**Power grid**

Bar = 20 um. Pins as bars on the die edge. Tap cells in gray.
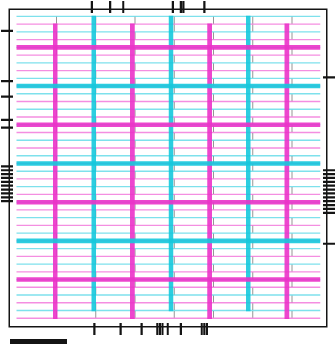
**Cells colored by class**

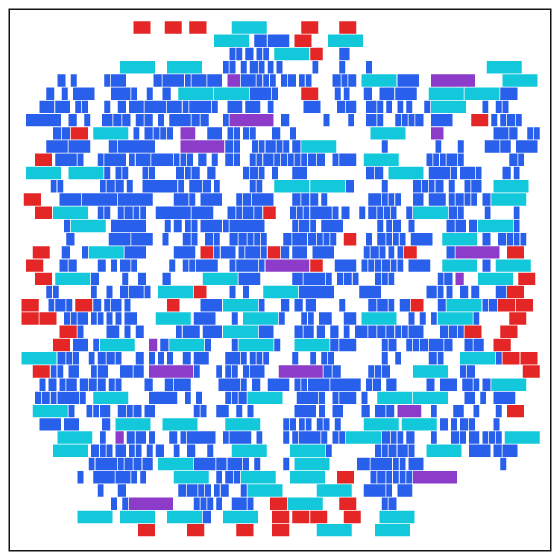
==> src/rtl/smart_house_pkg.sv <==
// Shared constants for the house load scheduler: load indices, default costs and timing.
package smart_house_pkg;

  localparam int N_LOADS_DEF  = 5;
  localparam int COST_W_DEF   = 4;
  localparam int BUDGET_DEF   = 8;
  localparam int MIN_ON_DEF   = 16;
  localparam int COOLDOWN_DEF = 8;

  localparam int LOAD_MUSIC   = 0;
  localparam int LOAD_CURTAIN = 1;
  localparam int LOAD_LIGHT   = 2;
  localparam int LOAD_COOLER  = 3;
  localparam int LOAD_HEATER  = 4;

  // Packed default costs, slice i = load i: music 1, curtain 2, light 1, cooler 5, heater 6.
  localparam logic [N_LOADS_DEF*COST_W_DEF-1:0] DEF_COSTS = {4'd6, 4'd5, 4'd1, 4'd2, 4'd1};

endpackage

==> src/rtl/load_slot.sv <==
// Per-load state: grant flag, minimum on-time and cool-down down-counters, captured cost.
module load_slot #(
  parameter int COST_W   = 4,
  parameter int MIN_ON   = 16,
  parameter int COOLDOWN = 8
) (
  input  logic              clock,
  input  logic              reset,
  input  logic              grant_issue_i,
  input  logic [COST_W-1:0] cost_i,
  input  logic              req_i,
  output logic              granted_o,
  output logic              release_o,
  output logic              grantable_o,
  output logic [COST_W-1:0] cap_cost_o
);

  localparam int ON_W  = $clog2(MIN_ON + 1);
  localparam int OFF_W = $clog2(COOLDOWN + 1);

  logic              granted_q, granted_d;
  logic [ON_W-1:0]   on_cnt_q, on_cnt_d;
  logic [OFF_W-1:0]  off_cnt_q, off_cnt_d;
  logic [COST_W-1:0] cap_q, cap_d;
  logic              release_w;

  assign release_w = granted_q && (on_cnt_q == '0) && !req_i;

  always_comb begin
    granted_d = granted_q;
    on_cnt_d  = on_cnt_q;
    off_cnt_d = off_cnt_q;
    cap_d     = cap_q;
    if (grant_issue_i) begin
      granted_d = 1'b1;
      cap_d     = cost_i;
      on_cnt_d  = ON_W'(MIN_ON);
    end else if (granted_q) begin
      if (on_cnt_q != '0) begin
        on_cnt_d = on_cnt_q - ON_W'(1);
      end else if (release_w) begin
        granted_d = 1'b0;
        off_cnt_d = OFF_W'(COOLDOWN);
      end
    end else if (off_cnt_q != '0) begin
      off_cnt_d = off_cnt_q - OFF_W'(1);
    end
  end

  always_ff @(posedge clock) begin
    if (reset) begin
      granted_q <= 1'b0;
      on_cnt_q  <= '0;
      off_cnt_q <= '0;
      cap_q     <= '0;
    end else begin
      granted_q <= granted_d;
      on_cnt_q  <= on_cnt_d;
      off_cnt_q <= off_cnt_d;
      cap_q     <= cap_d;
    end
  end

  assign granted_o   = granted_q;
  assign release_o   = release_w;
  assign grantable_o = req_i && !granted_q && (off_cnt_q == '0);
  assign cap_cost_o  = cap_q;

endmodule

==> src/rtl/smart_house_load_sched.sv <==
// Round-robin power-budget scheduler: one load evaluated per cycle, grants kept within BUDGET,
// cooler/heater never on together.
module smart_house_load_sched
  import smart_house_pkg::*;
#(
  parameter int N_LOADS  = N_LOADS_DEF,
  parameter int COST_W   = COST_W_DEF,
  parameter int BUDGET   = BUDGET_DEF,
  parameter int MIN_ON   = MIN_ON_DEF,
  parameter int COOLDOWN = COOLDOWN_DEF,
  parameter int EXCL_A   = LOAD_COOLER,
  parameter int EXCL_B   = LOAD_HEATER
) (
  input  logic                      clock,
  input  logic                      reset,
  input  logic [N_LOADS-1:0]        req_i,
  input  logic [N_LOADS*COST_W-1:0] cost_i,
  output logic [N_LOADS-1:0]        grant_o,
  output logic [COST_W+2:0]         used_o,
  output logic [N_LOADS-1:0]        reject_o,
  output logic [2:0]                ptr_o
);

  localparam int UW = COST_W + 3;

  logic [2:0]         ptr_q, ptr_d;
  logic [UW-1:0]      used_q, used_d;
  logic [N_LOADS-1:0] reject_q, reject_d;
  logic [N_LOADS-1:0] issue_vec, granted, released, grantable;
  logic [COST_W-1:0]  eff_cost [N_LOADS];
  logic [COST_W-1:0]  cap_cost [N_LOADS];

  logic [COST_W-1:0]  sel_cost;
  logic               sel_grantable, sel_req, excl_ok, fits, issue;
  logic [UW-1:0]      rel_sum;

  for (genvar g = 0; g < N_LOADS; g++) begin : g_slot
    // A zero cost would let a load ride for free; bill it as one unit instead.
    assign eff_cost[g] = (cost_i[g*COST_W +: COST_W] == '0) ? COST_W'(1)
                                                           : cost_i[g*COST_W +: COST_W];

    load_slot #(
      .COST_W  (COST_W),
      .MIN_ON  (MIN_ON),
      .COOLDOWN(COOLDOWN)
    ) u_slot (
      .clock        (clock),
      .reset        (reset),
      .grant_issue_i(issue_vec[g]),
      .cost_i       (eff_cost[g]),
      .req_i        (req_i[g]),
      .granted_o    (granted[g]),
      .release_o    (released[g]),
      .grantable_o  (grantable[g]),
      .cap_cost_o   (cap_cost[g])
    );
  end

  always_comb begin
    sel_cost      = '0;
    sel_grantable = 1'b0;
    sel_req       = 1'b0;
    for (int i = 0; i < N_LOADS; i++) begin
      if (ptr_q == 3'(i)) begin
        sel_cost      = eff_cost[i];
        sel_grantable = grantable[i];
        sel_req       = req_i[i];
      end
    end

    excl_ok = !(((ptr_q == 3'(EXCL_A)) && granted[EXCL_B]) ||
                ((ptr_q == 3'(EXCL_B)) && granted[EXCL_A]));
    // Budget check sees pre-edge used; budget freed this cycle shows up next cycle.
    fits  = (used_q + UW'(sel_cost)) <= UW'(BUDGET);
    issue = sel_grantable && fits && excl_ok;

    issue_vec = '0;
    reject_d  = '0;
    rel_sum   = '0;
    for (int i = 0; i < N_LOADS; i++) begin
      if (ptr_q == 3'(i)) begin
        issue_vec[i] = issue;
        reject_d[i]  = sel_req && (UW'(sel_cost) > UW'(BUDGET));
      end
      if (released[i]) begin
        rel_sum = rel_sum + UW'(cap_cost[i]);
      end
    end

    used_d = used_q + (issue ? UW'(sel_cost) : UW'(0)) - rel_sum;
    ptr_d  = (ptr_q == 3'(N_LOADS - 1)) ? 3'd0 : ptr_q + 3'd1;
  end

  always_ff @(posedge clock) begin
    if (reset) begin
      ptr_q    <= '0;
      used_q   <= '0;
      reject_q <= '0;
    end else begin
      ptr_q    <= ptr_d;
      used_q   <= used_d;
      reject_q <= reject_d;
    end
  end

  assign grant_o  = granted;
  assign used_o   = used_q;
  assign reject_o = reject_q;
  assign ptr_o    = ptr_q;

endmodule

==> config.mk <==
export PLATFORM = sky130hd
export DESIGN_NAME = smart_house_load_sched
export DESIGN_NICKNAME = d
export VERILOG_FILES = /design/src/rtl/smart_house_pkg.sv /design/src/rtl/load_slot.sv /design/src/rtl/smart_house_load_sched.sv
export SDC_FILE = /design/constraint.sdc
export NUM_CORES = 1
export LEC_CHECK = 0
export ABC_AREA = 1
export ABC_CLOCK_PERIOD_IN_PS = 6700
export CAP_MARGIN = 40
export CORE_MARGIN = 2
export CORE_UTILIZATION = 50
export DETAILED_ROUTE_END_ITERATION = 6
export PLACE_DENSITY = 0.7
export SKIP_LAST_GASP = 1
export SLEW_MARGIN = 10
export SYNTH_ARGS = -nofsm -noshare
export SYNTH_HDL_FRONTEND = slang
export SYNTH_SLANG_ARGS = --single-unit
==> constraint.sdc <==
create_clock -name clock -period 6.7 [get_ports clock]
set_input_delay 1.005 -clock clock [delete_from_list [all_inputs] [get_ports clock]]
set_output_delay 1.005 -clock clock [all_outputs]
set_load 0.02 [all_outputs]
==> run summary <==
Total gr overflow - 0
Fin Setup TNS - 0 ns
Core Util, Final - 0.586
Slew headroom - 0.599
Worst slew pin tran - 0.597 ns
Filler instances - 1091
CTS tree - done
Chip Width - 111 um
Chip height - 111 um
Area leader, netlist - dfxtp_1
Drt wl/cell - 13.7 um
Vias after detailed routing - 5380
Post-synth top area share - 0.297
TritonRoute pass-1 iters - 5
Yosys stat cell total - 815
Initial Utilization - 0.506
Worst min-delay path class - reg -> reg
Final wirelength - 13800 um
Nets - 949
DR top layer - met4
Total power - 1950 uW
Synth Cell Area - 5730 um2
Max reg flops - 25
Run status - completed
Mapped Cells - 815
R2R setup slack - 0.95 ns
Clk_lat worst skew - 0.36 ns
Clock network fraction of total power - 0.244
Layout cells sized above 1 - 0.0784
Hold Path Sink - g_slot[4].u_slot.cap_cost_o[0]
Post-synthesis sequential element count - 85
Pre-CTS WS - -0.180 ns
Sw Pwr - 767 uW
Hold slack - 0.455 ns
OpenROAD warning count - 37
Crit path kind - in -> reg
Vias in the first global route - 5083
Post-synth ARST share - 0
Final Cycle Share - 0.922
Largest net degree at the start of global routing - 35
Sequential share of power - 0.329
# diodes - 0
PwrDens - 293 nW/um2
## Picture notes: 'power grid'
Magenta stands for VSS. Cyan stands for VDD.
7 straps on met5. 47 signal pins sit on the boundary. 143 tap cells. The core has 39 rows. 40 met1 rails follow the rows.

## Picture notes: 'cells colored by class'
Cyan stands for registers, cells 85. Blue stands for remaining logic cells, cells 710. Purple stands for clock drivers and dummy loads, cells 16. Red stands for remaining buffers and delay cells, cells 56.

==> critical path: cells and delay by family <==
kind	cells	cell delay, ns
buffers and inverters	5	0.82
and+or+nand+nor	17	1.59
xor gates and xnor gates	1	0.16
adders and majority gates	6	1.99
AOI/OAI and AO/OA	6	0.86
==> cell type report <==
class                           count  area, um2  area share
Clock buffer                       10        239      0.0360
Clock inverter                      6       38.8     0.00584
Inverter                          132        495      0.0746
Multi-Input combinational cell    578       3450       0.520
Sequential cell                    85       1700       0.256
Tap cell                          143        179      0.0270
Timing Repair Buffer               56        536      0.0807
==> cells by family after synthesis <==
group                      after synthesis  synth area share
AOI/OAI and AO/OA                      134             0.132
and+or+nand+nor                        357             0.280
DFF                                     85             0.297
xor gates and xnor gates                27            0.0413
buffers and inverters                  152             0.108
adders and majority gates               60             0.142
==> power by group through the flow <==
stage          combinational [uW]  sequential, uW  clock, uW
4_1_cts                       813             640        482
2_1_floorplan                 595             653          0
3_3_place_gp                  773             647          0
6_report                      832             641        474
5_1_grt                       944             650        500
3_5_place_dp                  806             651          0
==> Yosys cell counts, types with 2 or more instances <==
cell,number
o31ai_1,3
clkinv_1,3
o22ai_1,2
nand3_2,7
fa_1,8
nand3b_1,2
o31ai_2,2
a21oi_1,61
nor2_2,2
a211oi_1,4
buf_2,4
inv_2,3
o211ai_1,4
buf_4,6
a31oi_1,6
nor3_2,2
nand2_1,160
nand4_1,20
nor2_1,90
nand3_1,47
clkbuf_1,6
xnor2_1,9
nor3_1,11
o21ai_1,8
ha_1,52
buf_6,3
dfxtp_1,85
or2_2,9
a31o_2,2
inv_1,126
xor2_1,18
o21ai_0,37
==> routing by layer <==
layer  track usage  vias to the layer above
met3        0.0498                       14
met1         0.292                     2503
met2         0.396                      129
met4        0.0667                        0
met5             0                        -
li1              -                     2734
Power figures rest on the tool's default switching activity, not on a simulated workload.
